### Track usage over the die

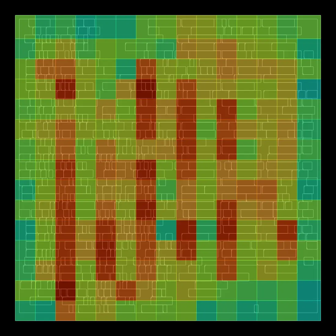
### Met4 routing

Scale bar: 20 µm. Supply wires on this layer in grey.
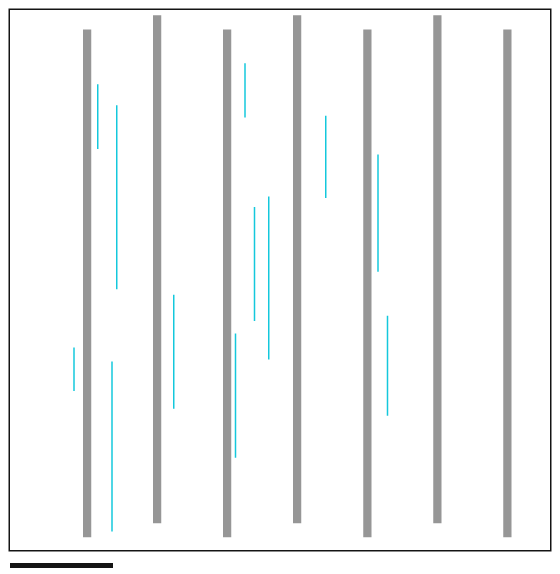
### Metal 2

Scale bar: 20 µm.
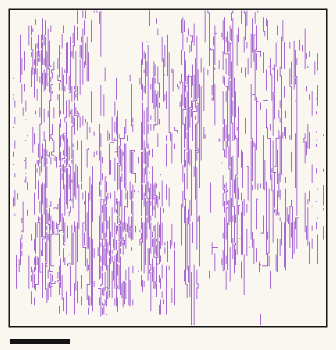
### Met3 routing

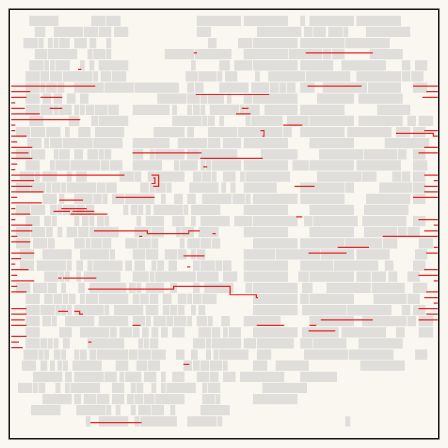
### Met1 routing

Scale bar: 20 µm. Supply wires on this layer in grey.
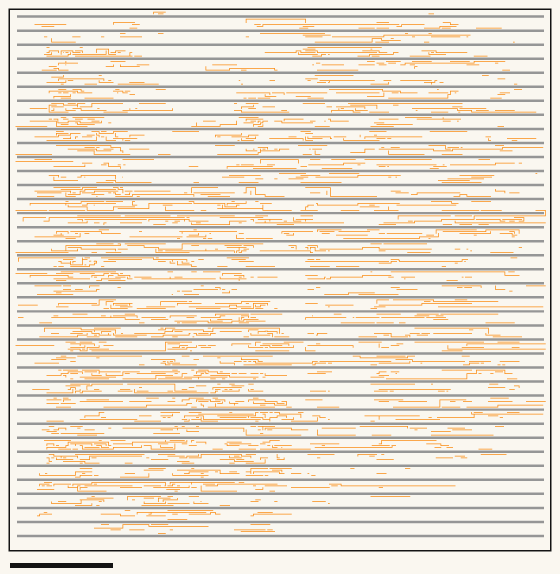
[config.mk]
export PLATFORM = sky130hd
export DESIGN_NAME = sram_stream_reader
export DESIGN_NICKNAME = d
export VERILOG_FILES = /design/src/rtl/sram_stream_reader.sv
export SDC_FILE = /design/constraint.sdc
export NUM_CORES = 1
export LEC_CHECK = 0
export ABC_CLOCK_PERIOD_IN_PS = 2900
export CORE_UTILIZATION = 54
export CTS_CLUSTER_SIZE = 8
export DETAILED_ROUTE_END_ITERATION = 10
export PLACE_DENSITY = 0.8
export SYNTH_ARGS = -nofsm -noshare
export SYNTH_HDL_FRONTEND = slang
export SYNTH_SLANG_ARGS = --single-unit
[constraint.sdc]
create_clock -name clk -period 2.9 [get_ports clk]
set_clock_uncertainty 0.15 [all_clocks]
set_input_delay 0.58 -clock clk [delete_from_list [all_inputs] [get_ports clk]]
set_output_delay 0.58 -clock clk [all_outputs]
set_load 0.02 [all_outputs]
[src/rtl/sram_stream_reader.sv]
// sram_stream_reader
//   Streaming read engine for a 16384 x 16 SRAM port (Avalon-style master).
//   A start command captures base_addr/length and the engine then issues
//   reads while output FIFO credit allows. Each word is captured one cycle
//   after issue and delivered on a valid/ready stream, with out_last on the
//   final word of the command.
//
//   Optional feature: define SRAM_RD_STRIDE_EN to add the stride port. The
//   address then advances by the captured stride instead of by 1.
//
// Ports
//   clk, reset        : clock, synchronous active-high reset
//   start             : command strobe, accepted only when idle and not busy
//   base_addr, length : command parameters, captured on an accepted start
//   stride            : address step (only with SRAM_RD_STRIDE_EN)
//   busy, done        : command in progress / one-cycle completion pulse
//   mem_*             : SRAM master port (read-only, 1-cycle read latency)
//   out_data, out_valid, out_ready, out_last : output stream
//
// Handshake: a word transfers on a cycle where out_valid && out_ready are
// both high. Once out_valid is raised, out_data/out_last hold steady until
// that transfer; out_ready may toggle freely and never affects out_valid.
module sram_stream_reader #(
  parameter int ADDR_W     = 14,
  parameter int DATA_W     = 16,
  parameter int FIFO_DEPTH = 4
) (
  input  logic              clk,
  input  logic              reset,
  input  logic              start,
  input  logic [ADDR_W-1:0] base_addr,
  input  logic [ADDR_W:0]   length,
`ifdef SRAM_RD_STRIDE_EN
  input  logic [ADDR_W-1:0] stride,
`endif
  output logic              busy,
  output logic              done,
  output logic [ADDR_W-1:0] mem_address,
  output logic              mem_chipselect,
  output logic              mem_write,
  output logic [1:0]        mem_byteenable,
  input  logic [DATA_W-1:0] mem_readdata,
  output logic [DATA_W-1:0] out_data,
  output logic              out_valid,
  input  logic              out_ready,
  output logic              out_last
);

  localparam int PTR_W = $clog2(FIFO_DEPTH);
  localparam int CNT_W = PTR_W + 1;
  localparam logic [CNT_W:0] DEPTH_V = (CNT_W+1)'(FIFO_DEPTH);

  typedef enum logic [1:0] {
    S_IDLE  = 2'd0,
    S_RUN   = 2'd1,
    S_DRAIN = 2'd2
  } state_t;

  // state is kept as a named signal so checkers can bind to it directly
  state_t state, state_next;

  logic              done_q, done_next;
  logic [ADDR_W-1:0] addr_q;
  logic [ADDR_W:0]   length_q;
  logic [ADDR_W:0]   issue_cnt;
  logic              inflight_q;
  logic              inflight_last_q;
  logic [ADDR_W-1:0] step;

  logic [DATA_W-1:0] fifo_data [FIFO_DEPTH];
  logic              fifo_last [FIFO_DEPTH];
  logic [PTR_W-1:0]  wr_ptr, rd_ptr;
  logic [CNT_W-1:0]  fifo_count;
  logic [CNT_W:0]    occ;

  logic accept, issue, last_issue, push, pop;

`ifdef SRAM_RD_STRIDE_EN
  logic [ADDR_W-1:0] stride_q;
  assign step = stride_q;
`else
  assign step = ADDR_W'(1);
`endif

  // Credit: words already in the FIFO plus the read whose data lands this
  // cycle. Issuing only below FIFO_DEPTH means a captured word always fits.
  assign occ        = {1'b0, fifo_count} + {{CNT_W{1'b0}}, inflight_q};
  assign accept     = (state == S_IDLE) && !done_q && start;
  assign issue      = (state == S_RUN) && (occ < DEPTH_V);
  assign last_issue = (issue_cnt == length_q - 1'b1);
  assign push       = inflight_q;
  assign pop        = out_valid && out_ready;

  assign busy           = (state != S_IDLE) || done_q;
  assign done           = done_q;
  assign mem_address    = addr_q;
  assign mem_chipselect = issue;
  assign mem_write      = 1'b0;
  assign mem_byteenable = 2'b11;

  // Storage is not reset; outputs are gated so they read 0 while empty.
  assign out_valid = (fifo_count != '0);
  assign out_data  = out_valid ? fifo_data[rd_ptr] : '0;
  assign out_last  = out_valid && fifo_last[rd_ptr];

  always_comb begin
    state_next = state;
    done_next  = 1'b0;
    case (state)
      S_IDLE: begin
        if (accept) begin
          if (length != '0) state_next = S_RUN;
          else              done_next  = 1'b1;
        end
      end
      S_RUN: begin
        if (issue && last_issue) state_next = S_DRAIN;
      end
      S_DRAIN: begin
        if (pop && out_last) begin
          state_next = S_IDLE;
          done_next  = 1'b1;
        end
      end
      default: state_next = S_IDLE;
    endcase
  end

  always_ff @(posedge clk) begin
    if (reset) begin
      state           <= S_IDLE;
      done_q          <= 1'b0;
      addr_q          <= '0;
      length_q        <= '0;
      issue_cnt       <= '0;
      inflight_q      <= 1'b0;
      inflight_last_q <= 1'b0;
      wr_ptr          <= '0;
      rd_ptr          <= '0;
      fifo_count      <= '0;
`ifdef SRAM_RD_STRIDE_EN
      stride_q        <= '0;
`endif
    end else begin
      state  <= state_next;
      done_q <= done_next;
      if (accept) begin
        addr_q    <= base_addr;
        length_q  <= length;
        issue_cnt <= '0;
`ifdef SRAM_RD_STRIDE_EN
        stride_q  <= stride;
`endif
      end else if (issue) begin
        addr_q    <= addr_q + step;   // wraps modulo 2^ADDR_W
        issue_cnt <= issue_cnt + 1'b1;
      end
      inflight_q      <= issue;
      inflight_last_q <= issue && last_issue;
      if (push) wr_ptr <= wr_ptr + 1'b1;
      if (pop)  rd_ptr <= rd_ptr + 1'b1;
      case ({push, pop})
        2'b10:   fifo_count <= fifo_count + 1'b1;
        2'b01:   fifo_count <= fifo_count - 1'b1;
        default: fifo_count <= fifo_count;
      endcase
    end
  end

  // Read data is captured unconditionally the cycle after an issue.
  always_ff @(posedge clk) begin
    if (push) begin
      fifo_data[wr_ptr] <= mem_readdata;
      fifo_last[wr_ptr] <= inflight_last_q;
    end
  end

endmodule

==> results.tsv <==
metric	value	unit
outcome	finished, final reports clean	
root buf cell	clkbuf_8	
fill count	732	
Synth mux share	7.28	%
Clk power	0.00204	W
CP Buf/Inv Count	2	
Basic Gates by Area	17.9	%
critical path type	reg2out	
critical path peak fanout	5	
top cell category	flip-flops and latches	
worst r2r dst	state[0]$_SDFFE_PP0P_	
Largest Register	fifo_data	
Slew HR	41.7	%
final std cells w/o fill	731	
DRT iter0 DRCs	242	
CP Cell Sequence	buf_6 > mux4_2 > and2_1 > dlygate4sd2_1	
Tot Pwr	0.00517	W
met3 WL post-DR	589	µm
met1 Track Usage GR	28.6	%
clock slew at the register clock pins of the worst setup and hold paths	0.06	ns
core area	10300	µm²
Yosys chip area	5690	µm²
worst r2r src	length_q[0]$_SDFFE_PP0P_	
Non-clock buffer share	12.3	%
P_leak	2.57	nW
DR top layer	met4	
proportion of power drawn by the clock network	39.4	%
final worst path period share	96.8	%
type of the worst min-delay path	reg2reg	
Area Growth Syn to Fin	26.6	%
sequential portion of the cell area	44.5	%
Worst Hold Path EP	length_q[14]$_SDFFE_PP0P_	
ANT nets after route	0	
dpl cells	700	
ao+oa area frac	6.69	%
max reg flops	64	
Logic power comb	0.00109	W
Hold-fix buffers, CTS	0	
GPL Wtd Cong	0.878	
Inverters	15	
number of global-route vias before repair	4131	
Worst Setup End Kind	output pin	
IO Port Bufs	83	
tool warnings	30	
max-slew violations	0	
Die Span Y	105	µm
final hold violation count	0	
worst-case clock buffer depth	2	
Dominant Register Cell	edfxtp_1	
sequential share of power	39.5	%
DRC	0	
first-pass GRT wire length	20000	µm
Dominant comb cell	simple AND/OR/NAND/NOR gates	
Comb area share	32.1	%
hold path cells	2	
Crit-path slowest cell	mux4_2	
area leader, netlist	edfxtp_1	
P_seq	0.00204	W
Site Rows	37	
Avg Cell Area, Syn	11.4	µm²
largest net degree at the start of global routing	28	
DP HPWL	8260	µm
RSZ-0062 raised after global routing	false	
CTS resizes	22	
Critical Path RT	2.17	ns
worst-skew pair later-pin latency	0.52	ns
Non-clock buffers	92	
Post-synth top cells	edfxtp_1, dfxtp_1, nand2_1	
# nets final	641	
met2 wire length	6030	µm
most frequent cell after synthesis	edfxtp_1	
dominant logic cell types in the final layout	edfxtp_1, clkdlybuf4s50_1, dfxtp_1	
P_int	0.00372	W
About 'Track usage over the die':
wire per inst: 16.5 µm
Final Util: 70.1%
grt met2 use: 40.8%
Tot GR Track Use: 23.7%

About 'Met4 routing':
share of all routed wire: 2.1%
main direction: vertical
wire length on this layer: 254 µm
nets with wire on the layer: 8
final WL: 12,100 µm
via count: 4,099

About 'Metal 2':
longest straight run: 46.1 µm
main direction: vertical

About 'Met3 routing':
nets with wire on the layer: 95
share of all routed wire: 4.9%
M3 GR Usage: 5.49%

About 'Met1 routing':
nets with wire on the layer: 568
share of all routed wire: 43%
wire length on this layer: 5,180 µm
main direction: horizontal
longest straight run: 26.4 µm

No activity file was given, so power comes from the tool's default toggle rates.
